==> src/rtl/verificador_contagem.sv <==
// Sequence checker for the 4-bit free-running up-counter stream: locks on the first
// sample, predicts q+1 mod 2^WIDTH, counts mismatches and wraps. Optional sticky erro: VERIFICADOR_ERRO_STICKY_EN.
module verificador_contagem #(
  parameter int unsigned WIDTH    = 4,
  parameter int unsigned ERR_W    = 8,
  parameter int unsigned WRAP_W   = 8,
  parameter int unsigned RESYNC_N = 2
) (
  input  logic              clk,
  input  logic              rst,
  input  logic [WIDTH-1:0]  q_in,
  input  logic              valid_in,
  output logic              locked,
  output logic              erro,
  output logic [ERR_W-1:0]  err_count,
  output logic [WRAP_W-1:0] wrap_count,
  output logic [WIDTH-1:0]  exp_out
);

  localparam int unsigned       GR_W      = $clog2(RESYNC_N + 1);
  localparam logic [GR_W-1:0]   GR_LAST   = GR_W'(RESYNC_N - 1);
  localparam logic [WIDTH-1:0]  MAX_VAL   = '1;
  localparam logic [ERR_W-1:0]  ERR_MAX   = '1;

  typedef enum logic [1:0] {
    IDLE   = 2'd0,
    LOCKED = 2'd1,
    RESYNC = 2'd2
  } state_t;

  state_t            state, state_nx;
  logic [WIDTH-1:0]  exp_q, exp_nx;
  logic [GR_W-1:0]   good_run, good_run_nx;
  logic [ERR_W-1:0]  err_q, err_nx;
  logic [WRAP_W-1:0] wrap_q, wrap_nx;
  logic              erro_q, erro_nx;
  logic              match, at_max;

  assign match  = (q_in == exp_q);
  assign at_max = (q_in == MAX_VAL);

  always_ff @(posedge clk) begin
    if (rst) begin
      state    <= IDLE;
      exp_q    <= '0;
      good_run <= '0;
      err_q    <= '0;
      wrap_q   <= '0;
      erro_q   <= 1'b0;
    end else begin
      state    <= state_nx;
      exp_q    <= exp_nx;
      good_run <= good_run_nx;
      err_q    <= err_nx;
      wrap_q   <= wrap_nx;
      erro_q   <= erro_nx;
    end
  end

  always_comb begin
    state_nx    = state;
    exp_nx      = exp_q;
    good_run_nx = good_run;
    err_nx      = err_q;
    wrap_nx     = wrap_q;
`ifdef VERIFICADOR_ERRO_STICKY_EN
    erro_nx     = erro_q;
`else
    erro_nx     = 1'b0;
`endif
    if (valid_in) begin
      // Every valid sample re-seeds the prediction, match or not.
      exp_nx = q_in + WIDTH'(1);
      case (state)
        IDLE: state_nx = LOCKED;
        LOCKED, RESYNC: begin
          if (match) begin
            if (at_max) wrap_nx = wrap_q + WRAP_W'(1);
            if (state == RESYNC) begin
              if (good_run == GR_LAST) begin
                state_nx    = LOCKED;
                good_run_nx = '0;
              end else begin
                good_run_nx = good_run + GR_W'(1);
              end
            end
          end else begin
            erro_nx     = 1'b1;
            good_run_nx = '0;
            state_nx    = RESYNC;
            if (err_q != ERR_MAX) err_nx = err_q + ERR_W'(1);
          end
        end
        default: state_nx = IDLE;
      endcase
    end
  end

  assign locked     = (state == LOCKED);
  assign erro       = erro_q;
  assign err_count  = err_q;
  assign wrap_count = wrap_q;
  assign exp_out    = exp_q;

endmodule

==> config.mk <==
export PLATFORM = sky130hd
export DESIGN_NAME = verificador_contagem
export DESIGN_NICKNAME = d
export VERILOG_FILES = /design/src/rtl/verificador_contagem.sv
export SDC_FILE = /design/constraint.sdc
export NUM_CORES = 1
export LEC_CHECK = 0
export CORE_ASPECT_RATIO = 1.75
export CORE_MARGIN = 2
export CORE_UTILIZATION = 53
export CTS_CLUSTER_SIZE = 28
export DETAILED_ROUTE_END_ITERATION = 12
export GPL_ROUTABILITY_DRIVEN = 0
export PLACE_DENSITY = 0.84
export SLEW_MARGIN = 20
export SYNTH_ARGS = -nofsm -noshare
export SYNTH_HDL_FRONTEND = slang
export SYNTH_SLANG_ARGS = --single-unit
==> constraint.sdc <==
create_clock -name clk -period 4.2 [get_ports clk]
set_clock_uncertainty 0.15 [all_clocks]
set_input_delay 0.42 -clock clk [delete_from_list [all_inputs] [get_ports clk]]
set_output_delay 0.42 -clock clk [all_outputs]
set_load 0.005 [all_outputs]
==> flow_summary.toml, run 1 <==
# generated from flow reports
[die]
chipArea_um2 = 2845
fp_util = 0.5571
die_y_um = 69.08
die-width_um = 41.19
taps = 25
core_um2 = 2302

[global_route]
grt_use_met1 = 0.2418
overflow = 0
grt_use_total = 0.2261
grt_pass1_wl_um = 4705
antenna_found_initial = 0

[yosys]
adder_share = 0.06829
yosys.area.top_type = "dfxtp_1"
ys_ff = 25
synth_nets = 165
yosysUniqueCellTypes = 34
syn_inst = 151
syn_area_per_cell_um2 = 8.493
topCellsByArea = "dfxtp_1 39%, ha_1 6.8%, a21oi_1 5.9%, or4_1 4.1%, o21ai_0 3.9%"
ys_cells = 151
synthArstFlopShare = 0

[pwr]
pg_clk_mw = 0.140
powerComb_mw = 0.0805
powerSeq_mw = 0.253
p_sw_mw = 0.1243
top_power_group = "sequential cells"

[sta]
fin_hold_ws_ns = 0.3347
rsz0062_at_grt = "no"
fmax_ghz = 0.3910
fin_tns_setup_ns = 0
setup_viol = 0
fin_ws_ns = 1.642

[setup_path]
path_cells = "clkdlybuf4s50_1 -> xor2_1 -> or4_1 -> or4_1 -> a21oi_1"
slowest_delay_ns = 0.77
critPathBufInv = 1
r2r-start = "exp_out[3]"
end_kind = "register"
timing.rr.end = "wrap_count[6]"
cp-start-kind = "input port"
critical_path.slowest_cell = "or4_1"
path_common_cell = "or4_1"

[final_layout]
mostFrequentLayoutCells = "28 x clkdlybuf4s50_1, 25 x dfxtp_1, 15 x a21oi_1, 10 x o21ai_0"
buf_share = 0.1775
regArea_um2 = 500.5
seq_share = 0.3086
design_area_um2 = 1622
n_all_inverters = 6
comb_area_um2 = 734.5
lay_top_count = "clkdlybuf4s50_1"
clk_share = 0.02778
comb_share = 0.4529

[hold_path]
min-delay-start = "wrap_count[7]"
hold_depth = 2
whs_endpoint = "wrap_count[7]"

[routing]
drt-wirelength-per-cell_um = 14.35
vias_per_cell = 6.274
drtIter0Drc = 30

[clock_tree]
cts_resized = 0
htree_num_levels = 1
post_cts_buffers = 0
numCtsBuffers = 3
cts.clk_slew.worst_paths_ns = 0.08
cts_max_path_buffers = 2

[flow_run]
warnings = 29
drv_cap = 0

[run_status]
status = "finished clean"
run 1: Yosys cell counts (6+ instances only):
| cell type | number |
|---|---|
| ha_1 | 7 |
| o21ai_0 | 10 |
| nand2_1 | 9 |
| or4_1 | 7 |
| dfxtp_1 | 25 |
| or3_1 | 6 |
| nor2_1 | 9 |
| o31ai_1 | 6 |
| nand3_1 | 8 |
| a21oi_1 | 15 |
| clkbuf_1 | 6 |
| inv_1 | 6 |
run 1: worst max-delay path by stage:
stage,cells after the start,to,slack [ns]
global placement,5,wrap_count[6],1.43
finish,5,wrap_count[6],1.64
global route,5,wrap_count[6],1.54
detailed placement,5,wrap_count[6],1.37
floorplan,7,wrap_count[6],2.12
CTS,5,wrap_count[6],1.64
==> run_1/metal_density.png <==
The bar under the picture is 10 um long. The die is cut into 8 by 14 equal tiles; dark purple is low, yellow is high, scaled to the fullest tile. Values are wire area over tile area, all layers added.
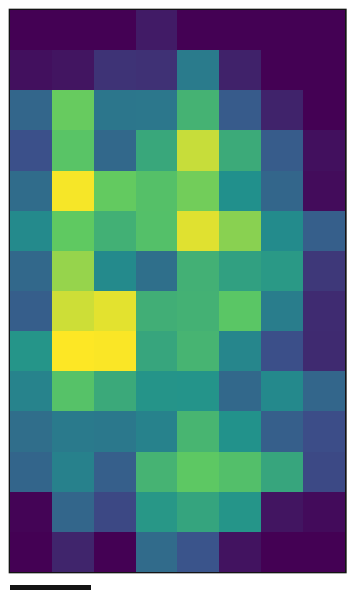
emptiest ninth of the die: top right
nearly empty tiles: 13%
tiles over half the peak: 38%
fullest tile: 0.39
mean over tiles: 0.16

==> run_1/clk_routes.png <==
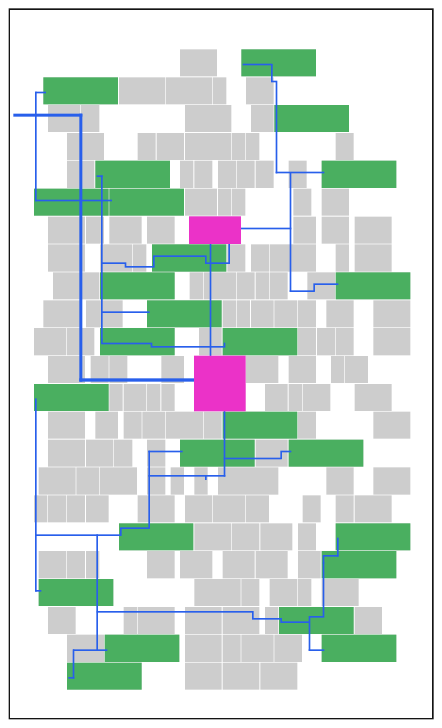
legend:
  blue:
    item: clock wires
    length: 299 um
  magenta:
    item: clock drivers
    count: 3
  green:
    item: flip-flops
    count: 25
flops lie: all over the die
routed clock nets: 4

==> run_1/placement.png <==
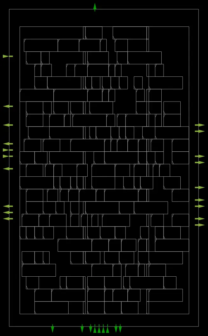
fillers: 188
Final Non-Filler Cells: 201
Final Util: 0.7043

==> run_1/flops_by_reg.png <==
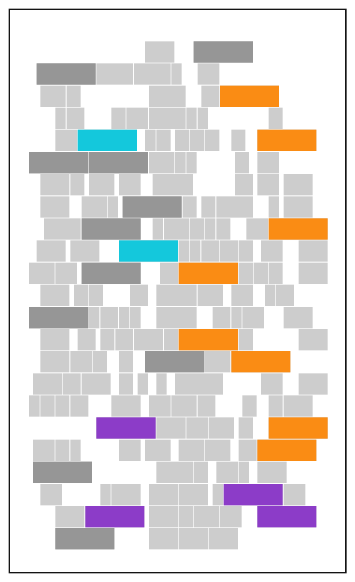
legend:
  cyan:
    name_in_the_netlist: state
    sequential_cells: 2
  orange:
    name_in_the_netlist: wrap_count
    sequential_cells: 8
  purple:
    name_in_the_netlist: exp_out
    sequential_cells: 4

==> run_1/sizes.png <==
The bar under the picture is 10 um long.
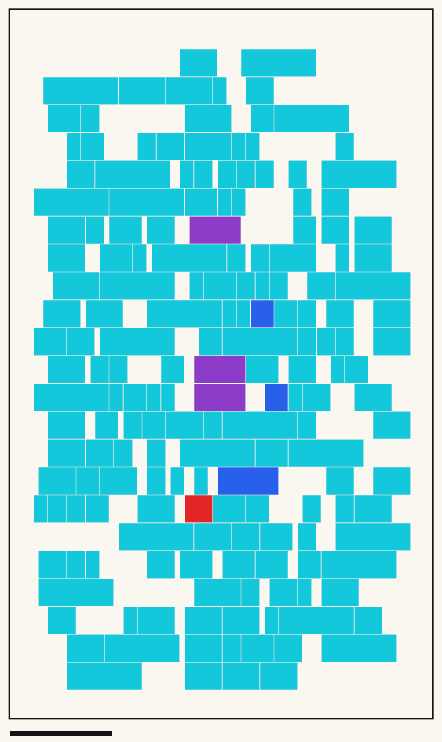

==> run 2, diff against run 1 <==
- CORE_UTILIZATION: 53 -> 49
- PLACE_DENSITY: 0.84 -> 0.78
- clock period: 4.2 -> 2.5 ns (I/O delays scaled with it)
==> run_2/sizes.png <==
The bar under the picture is 10 um long.
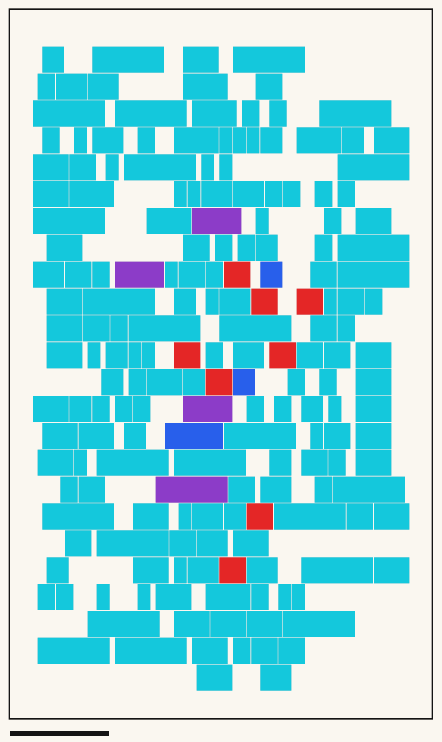
legend:
  cyan:
    size: _0 and _1 cells
    cells: 169
  purple:
    size: _6 and larger
    cells: 4
  red:
    size: _3 and _4 cells
    cells: 8
  blue:
    size: _2 cells
    cells: 3

==> flow_summary.toml, run 2 <==
# generated from flow reports
[clock_tree]
ctsHoldBuffers = 0
post_cts_buffers = 0
cts_resized = 0
cts.sinks = 25
cts_root_buffer = "clkbuf_8"
htree_num_levels = 1
numCtsBuffers = 3
worstSkewPairLatency_ns = 0.27
cts_tree = "done"
cts.clk_slew.worst_paths_ns = 0.09
cts_max_path_buffers = 2

[setup_path]
slowest_delay_ns = 0.63
critPathBufInv = 2
cp.required_ns = 2.50
cp_max_fo = 9
path_class = "in -> reg"
worst_path_dominant_cell_family = "buffers and inverters"
path_cells = "clkdlybuf4s50_1 -> xor2_1 -> or4_1 -> buf_4 -> o311ai_0 -> o41ai_1"
arrival_ns = 2.24
critical_path.slowest_cell = "or4_1"
cp-start-kind = "input port"
end_kind = "register"

[yosys]
syn_area_um2 = 1282
synthArstFlopShare = 0
synthXorXnorAreaFrac = 0.04098
yosysWarnings = 0
topCellsByArea = "dfxtp_1 39%, ha_1 6.8%, a21oi_1 5.9%, or4_1 4.1%, o21ai_0 3.9%"
syn_area_per_cell_um2 = 8.493
ys.flop_type = "dfxtp_1"
yosys_area_um2 = 1282
ys_cells = 151
simple_gate_share = 0.2215
ys_top_logic_family = "AND-OR/OR-AND gates"
postSynthSeqShare = 0.3902
adder_share = 0.06829
synth_top_area_share = 0.3902
syn_inst = 151
ys_sh_mux = 0.007805
synth_nets = 165
synth.most_common_cell = "dfxtp_1"
yosysUniqueCellTypes = 34
synthAoiAreaFrac = 0.2283
top_cells_by_count = "25 x dfxtp_1, 15 x a21oi_1, 10 x o21ai_0"
synth-edff-count = 0
yosys.area.top_type = "dfxtp_1"
ys_ff = 25

[routing]
vias = 1292
drtIter0Drc = 27
maxUsedRoutingLayer = "met4"
m1WireLength_um = 1205
vias_per_cell = 6.152
wl_met3_um = 111
first_pass_iters = 4
drc = 0
ant_nets = 0
routed_wl_um = 3089
drt-wirelength-per-cell_um = 14.71
wl_met2_um = 1747

[final_layout]
signal_buffers = 37
seq_share = 0.2952
final_nets = 199
regArea_um2 = 500.5
comb_area_um2 = 734.5
design_area_um2 = 1695
n_fill_cell = 212
lay_top_count = "clkdlybuf4s50_1"
clkbuf_count = 4
buf_share = 0.2125
final_util = 0.6802
ff_count = 25
clk_share = 0.02657
drive_gt1_frac = 0.08152
area_growth_pct = 32.20
diodes = 0
comb_share = 0.4332
comb_cells = 112
largestClassByArea = "logic gates"
stdcell_count = 210
n_all_inverters = 6
mostFrequentLayoutCells = "28 x clkdlybuf4s50_1, 25 x dfxtp_1, 15 x a21oi_1, 10 x o21ai_0"

[sta]
fin_tns_setup_ns = 0
rsz0062_at_grt = "no"
worst_slew_pin_slew_ns = 0.4484
slew_headroom = 0.7008
setup_viol = 0
drv_slew = 0
period_needed_ns = 2.245
finalHoldViolCount = 0
period_used_share = 0.8978
fin_hold_ws_ns = 0.3411
fin_ws_ns = 0.2554
fmax_ghz = 0.4455

[placed_design]
pre_cts_ws_ns = -0.02091
placed_area_um2 = 1650
portBuffers = 28
numPlacedInstances = 206
dp_hpwl_um = 2418

[pwr]
p_total_mw = 0.8237
power_leakage_nw = 0.5866
powerDensity_nw_per_um2 = 485.9
worst_ir_drop_vdd_uv = 332.2

[flow_run]
drv_cap = 0
warnings = 29

[global_route]
grt_use_total = 0.2218
grt_max_degree = 18
antenna_found_initial = 0
overflow = 0
grt_pass1_vias = 1291
grt_pass1_wl_um = 5554

[die]
rows = 24
chipArea_um2 = 3059
taps = 26
fp_util = 0.5146
die-width_um = 42.68
core_um2 = 2492
ios = 29
die_y_um = 71.68

[run_status]
status = "finished clean"

[hold_path]
hp-class = "reg -> reg"
==> run_2/metal_density.png <==
The bar under the picture is 10 um long. The die is cut into 9 by 14 equal tiles; dark purple is low, yellow is high, scaled to the fullest tile. Values are wire area over tile area, all layers added.
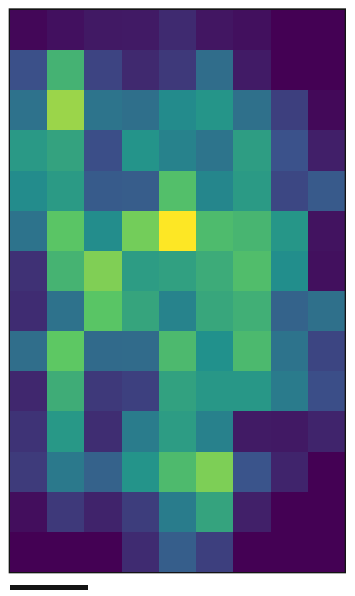
nearly empty tiles: 11%
tiles over half the peak: 32%
fullest tile: 0.46
densest ninth of the die: middle

[run 2: cell count changes in the layout (fill, tap and decap cells not counted)]
cell,previous run,this run
buf_12,0,1
buf_4,1,8
[run 2: final timing paths]
path,from,end,slack [ns],cells after the start
worst max-delay path,q_in[0],wrap_count[4],0.26,6
worst min-delay path,good_run[0],good_run[0],0.34,2
worst max register to register,state[0],wrap_count[7],0.29,6
worst min register to register,good_run[0],good_run[0],0.34,2
[run 2: power by group]
part           internal, mW  total [mW]  switching, mW
logic                0.0784       0.159         0.0803
registers             0.412       0.425         0.0128
clock network         0.114       0.240          0.126
total                 0.604       0.824          0.219
[run 2: per-layer routing]
layer,up-vias,global-route usage
met2,42,0.4327
met4,0,0.06944
li1,637,-
met3,4,0.01008
met1,609,0.2453
met5,-,0
Power and IR drop assume default switching activity.
